<file path="src/rtl/decode_issue_buffer.sv">
// Circular decode/issue buffer: accepts up to WIDTH in-order instructions per cycle
// and presents the WIDTH oldest with register fields extracted, retiring a variable count.
module decode_issue_buffer #(
    parameter int          WIDTH       = 2,
    parameter int          DEPTH       = 8,
    parameter int          PC_W        = 64,
    parameter logic [31:0] ENDSIM_INST = 32'h0000_006b
) (
    input  logic                           clk,
    input  logic                           rst,
    input  logic                           flush_i,
    input  logic [WIDTH-1:0]               in_valid_i,
    input  logic [WIDTH*PC_W-1:0]          in_pc_i,
    input  logic [WIDTH*32-1:0]            in_inst_i,
    output logic                           in_ready_o,
    output logic [WIDTH-1:0]               out_valid_o,
    output logic [WIDTH*PC_W-1:0]          out_pc_o,
    output logic [WIDTH*32-1:0]            out_inst_o,
    output logic [WIDTH*5-1:0]             out_rs1_o,
    output logic [WIDTH*5-1:0]             out_rs2_o,
    output logic [WIDTH*5-1:0]             out_rs3_o,
    output logic [WIDTH*5-1:0]             out_rd_o,
    output logic [WIDTH-1:0]               out_endsim_o,
    input  logic [$clog2(WIDTH+1)-1:0]     issue_cnt_i,
    output logic [$clog2(DEPTH+1)-1:0]     occupancy_o
);

    localparam int CW = $clog2(WIDTH + 1);
    localparam int PW = $clog2(DEPTH);
    localparam int OW = $clog2(DEPTH + 1);

    logic [PC_W-1:0] r_pc   [DEPTH];
    logic [31:0]     r_inst [DEPTH];
    logic [PW-1:0]   r_head;
    logic [PW-1:0]   r_tail;
    logic [OW-1:0]   r_count;

    logic            w_ready;
    logic            w_runOn;
    logic [CW-1:0]   w_pushRun;
    logic [CW-1:0]   w_pushN;
    logic [CW-1:0]   w_validCnt;
    logic [CW-1:0]   w_popN;
    logic [WIDTH-1:0] w_valid;
    logic [PW-1:0]   w_wrIdx [WIDTH];
    logic [PW-1:0]   w_rdIdx [WIDTH];

    // Ready depends only on the registered count, keeping issue_cnt_i off this path.
    assign w_ready     = (OW'(DEPTH) - r_count) >= OW'(WIDTH);
    assign in_ready_o  = w_ready;
    assign occupancy_o = r_count;

    always_comb begin
        w_pushRun = '0;
        w_runOn   = 1'b1;
        for (int k = 0; k < WIDTH; k++) begin
            w_runOn = w_runOn & in_valid_i[k];
            if (w_runOn) begin
                w_pushRun = w_pushRun + CW'(1);
            end
        end
    end

    always_comb begin
        w_validCnt = (r_count >= OW'(WIDTH)) ? CW'(WIDTH) : CW'(r_count);
        w_pushN    = (w_ready && !flush_i) ? w_pushRun : '0;
        w_popN     = flush_i ? '0 : ((issue_cnt_i < w_validCnt) ? issue_cnt_i : w_validCnt);
    end

    always_comb begin
        for (int i = 0; i < WIDTH; i++) begin
            w_wrIdx[i] = r_tail + PW'(i);
            w_rdIdx[i] = r_head + PW'(i);
            w_valid[i] = (OW'(i) < r_count) && !flush_i;
        end
    end

    always_comb begin
        out_valid_o  = w_valid;
        out_pc_o     = '0;
        out_inst_o   = '0;
        out_rs1_o    = '0;
        out_rs2_o    = '0;
        out_rs3_o    = '0;
        out_rd_o     = '0;
        out_endsim_o = '0;
        for (int i = 0; i < WIDTH; i++) begin
            out_pc_o[i*PC_W +: PC_W] = r_pc[w_rdIdx[i]];
            out_inst_o[i*32 +: 32]   = r_inst[w_rdIdx[i]];
            out_rs1_o[i*5 +: 5]      = r_inst[w_rdIdx[i]][19:15];
            out_rs2_o[i*5 +: 5]      = r_inst[w_rdIdx[i]][24:20];
            out_rs3_o[i*5 +: 5]      = r_inst[w_rdIdx[i]][31:27];
            out_rd_o[i*5 +: 5]       = r_inst[w_rdIdx[i]][11:7];
            out_endsim_o[i]          = w_valid[i] && (r_inst[w_rdIdx[i]] == ENDSIM_INST);
        end
    end

    // Storage is deliberately left unreset; validity comes from the pointers alone.
    always_ff @(posedge clk) begin
        for (int k = 0; k < WIDTH; k++) begin
            if (CW'(k) < w_pushN) begin
                r_pc[w_wrIdx[k]]   <= in_pc_i[k*PC_W +: PC_W];
                r_inst[w_wrIdx[k]] <= in_inst_i[k*32 +: 32];
            end
        end
    end

    always_ff @(posedge clk) begin
        if (rst || flush_i) begin
            r_head  <= '0;
            r_tail  <= '0;
            r_count <= '0;
        end else begin
            r_head  <= r_head + PW'(w_popN);
            r_tail  <= r_tail + PW'(w_pushN);
            r_count <= r_count + OW'(w_pushN) - OW'(w_popN);
        end
    end

endmodule

</file>
<file path="config.mk">
export PLATFORM = sky130hd
export DESIGN_NAME = decode_issue_buffer
export DESIGN_NICKNAME = d
export VERILOG_FILES = /design/src/rtl/decode_issue_buffer.sv
export SDC_FILE = /design/constraint.sdc
export NUM_CORES = 1
export LEC_CHECK = 0
export CORE_AREA = 3 3 453 231
export DETAILED_ROUTE_END_ITERATION = 8
export DIE_AREA = 0 0 456 234
export PLACE_DENSITY = 0.74
export SETUP_SLACK_MARGIN = 0.05
export SYNTH_ARGS = -nofsm -noshare
export SYNTH_HDL_FRONTEND = slang
export SYNTH_SLANG_ARGS = --single-unit
</file>
<file path="constraint.sdc">
create_clock -name clk -period 12.3 [get_ports clk]
set_input_delay 3.075 -clock clk [delete_from_list [all_inputs] [get_ports clk]]
set_output_delay 3.075 -clock clk [all_outputs]
set_load 0.005 [all_outputs]
</file>
Fig. 1: cell outlines without signal wires
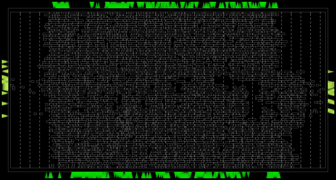
tap cell count: 1344
# fillers: 8001

Fig. 2: floorplan with the power grid
The bar under the picture is 100 µm long. Pins as bars on the die edge. Tap cells in gray.
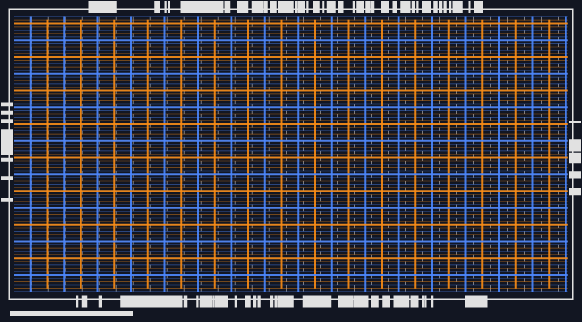
legend:
  blue:
    net: VSS
  orange:
    net: VDD
met4 straps: 33
met5 straps: 16
rows: 82
Die Span X: 456 µm
die height: 234 µm
Worst IR Drop VDD: 0.1164 mV
core area: 100200 µm²

==> impl_metrics.tcl <==
# implementation run metrics
set metrics [dict create \
    outcome "complete, no violations" \
    fp_util_pct 45.08 \
    skew_ns 0.02099 \
    utilization_pct 52.86 \
    drt_iter0_markers 2508 \
    tool_warnings 40 \
    cts_setup_buffers 0 \
    p_comb_share_pct 26.4 \
    crit_cells 9 \
    seq_power_uw 3150 \
    period_used_pct 74.14 \
    busiest_layer "met2" \
    pwr-share-clk_pct 31.8 \
    synth_flops 778 \
    vias 27643 \
    p_total_uw 7523 \
    power_combinational_uw 1980 \
    syn_area_um2 45190 \
    wl_met1_um 51720 \
    antenna_found_initial 20 \
    h-tree-depth 3 \
    reg2reg_from "occupancy_o[0]" \
    p_int_uw 5493 \
    min_path_cells 2 \
    leakagePower_uw 0.01684 \
    nets 3225 \
    worst_r2r_endpoint "r_pc[6][40]" \
    detailroute.wirelength.met2_um 67100 \
    crit_start "r_head[1]" \
    power_leader "sequential cells" \
    synthesis.nets 2904 \
    cp_slowest_cell "dfxtp_4" \
    ys_area_um2 45190 \
    grt_first_pass_wirelength_um 193100 \
    met3_length_um 9022 \
    ys_cells 2688 \
    grt.total_usage_pct 24.47 \
    preCtsSetupSlack_ns 3.484 \
    layout-drive-gt1-share_pct 45.51 \
    hold-path-endpoint "r_tail[2]" \
    lay_top_count "mux2_2" \
    row_count 82 \
    grt_max_degree 142 \
    grtUsageMet2_pct 41.57 \
    yosysTopAreaCellShare_pct 51.03 \
    crit_path_end "out_endsim_o[1]" \
    hold_viol 0 \
    placed_cells 4274 \
    seqPwrFrac_pct 41.8 \
    tns_ns 0 \
    post_cts_resized 0 \
    fin_ws_ns 3.181 \
    cp.arrival_ns 6.04 \
    crit_family "simple AND/OR/NAND/NOR gates" \
    path_buffers 2 \
    fmax_ghz 0.1097 \
    route.detailed.drc 0 \
    area_leaders "edfxtp_1 51%, mux2_2 20%, mux4_2 17%, nand2_1 1.7%, mux2_4 1.6%" \
    num_io_pins 440 \
    ys_async_sr_fraction_pct 0 \
    grt.met1_usage_pct 31.26 \
    avgViaCountPerCell 6.251 \
    period_needed_ns 9.119 \
    cpPeakStageDelay_ns 0.93 \
    cts_buffer_depth 3 \
    clkTransAtPathRegs_ns 0.06 \
    maxSlewViolCount 0 \
]
-- cells in the mapped netlist, types with 3 or more instances --
cell type / instances
edfxtp_1: 768
mux2i_1: 62
nor3_1: 3
nand2b_1: 4
mux2_4: 49
inv_1: 14
buf_4: 58
buf_6: 8
xnor2_1: 3
mux2_2: 809
o31ai_1: 3
nand4_1: 3
fa_1: 4
and2_1: 5
dfxtp_1: 10
o21ai_0: 4
buf_8: 3
xor2_1: 5
buf_12: 5
nand2_1: 204
buf_1: 31
nor4_1: 7
mux2_1: 9
a221oi_1: 29
mux4_2: 351
buf_2: 69
nor2_1: 45
a32o_1: 4
clkbuf_1: 71
ha_1: 13
nor2b_1: 4
a21oi_1: 3
-- area by class of cell --
type	instances	area (µm²)
sequential	778	23270
clock buffer	91	2052
multi-input combinational	1650	20680
antenna	17	42.54
clock inverter	40	395.4
timing repair buffer	487	4805
inverter	15	58.81
tap	1344	1682
fill	8001	47250
-- stage by stage --
stage	hold WS (ns)	instance area, µm²
floorplan	0.5714	45190
global placement	0.6101	50490
detailed placement	0.6275	50490
CTS	0.6452	52940
global route	0.6828	52980
finish	0.6542	52980
-- kinds of logic (layout without fill, tap and decap cells) --
| logic type | count (synthesis) | count (layout) | synth area share (%) |
|---|---|---|---|
| AND-OR/OR-AND | 46 | 46 | 0.8278 |
| adder cells (fa/ha/maj) | 17 | 17 | 0.5371 |
| flip-flops | 778 | 778 | 51.47 |
| XOR/XNOR | 9 | 9 | 0.1911 |
| AND/OR/NAND/NOR | 298 | 298 | 2.868 |
| other | 0 | 17 | 0 |
| buffers and inverters | 260 | 633 | 3.225 |
| multiplexers | 1280 | 1280 | 40.88 |
-- state kept, by name (all words and copies together) (netlist names) --
name / cells
r_head: 3
r_pc: 512
r_inst: 256
r_tail: 3
occupancy_o: 4
Power and IR drop assume default switching activity.
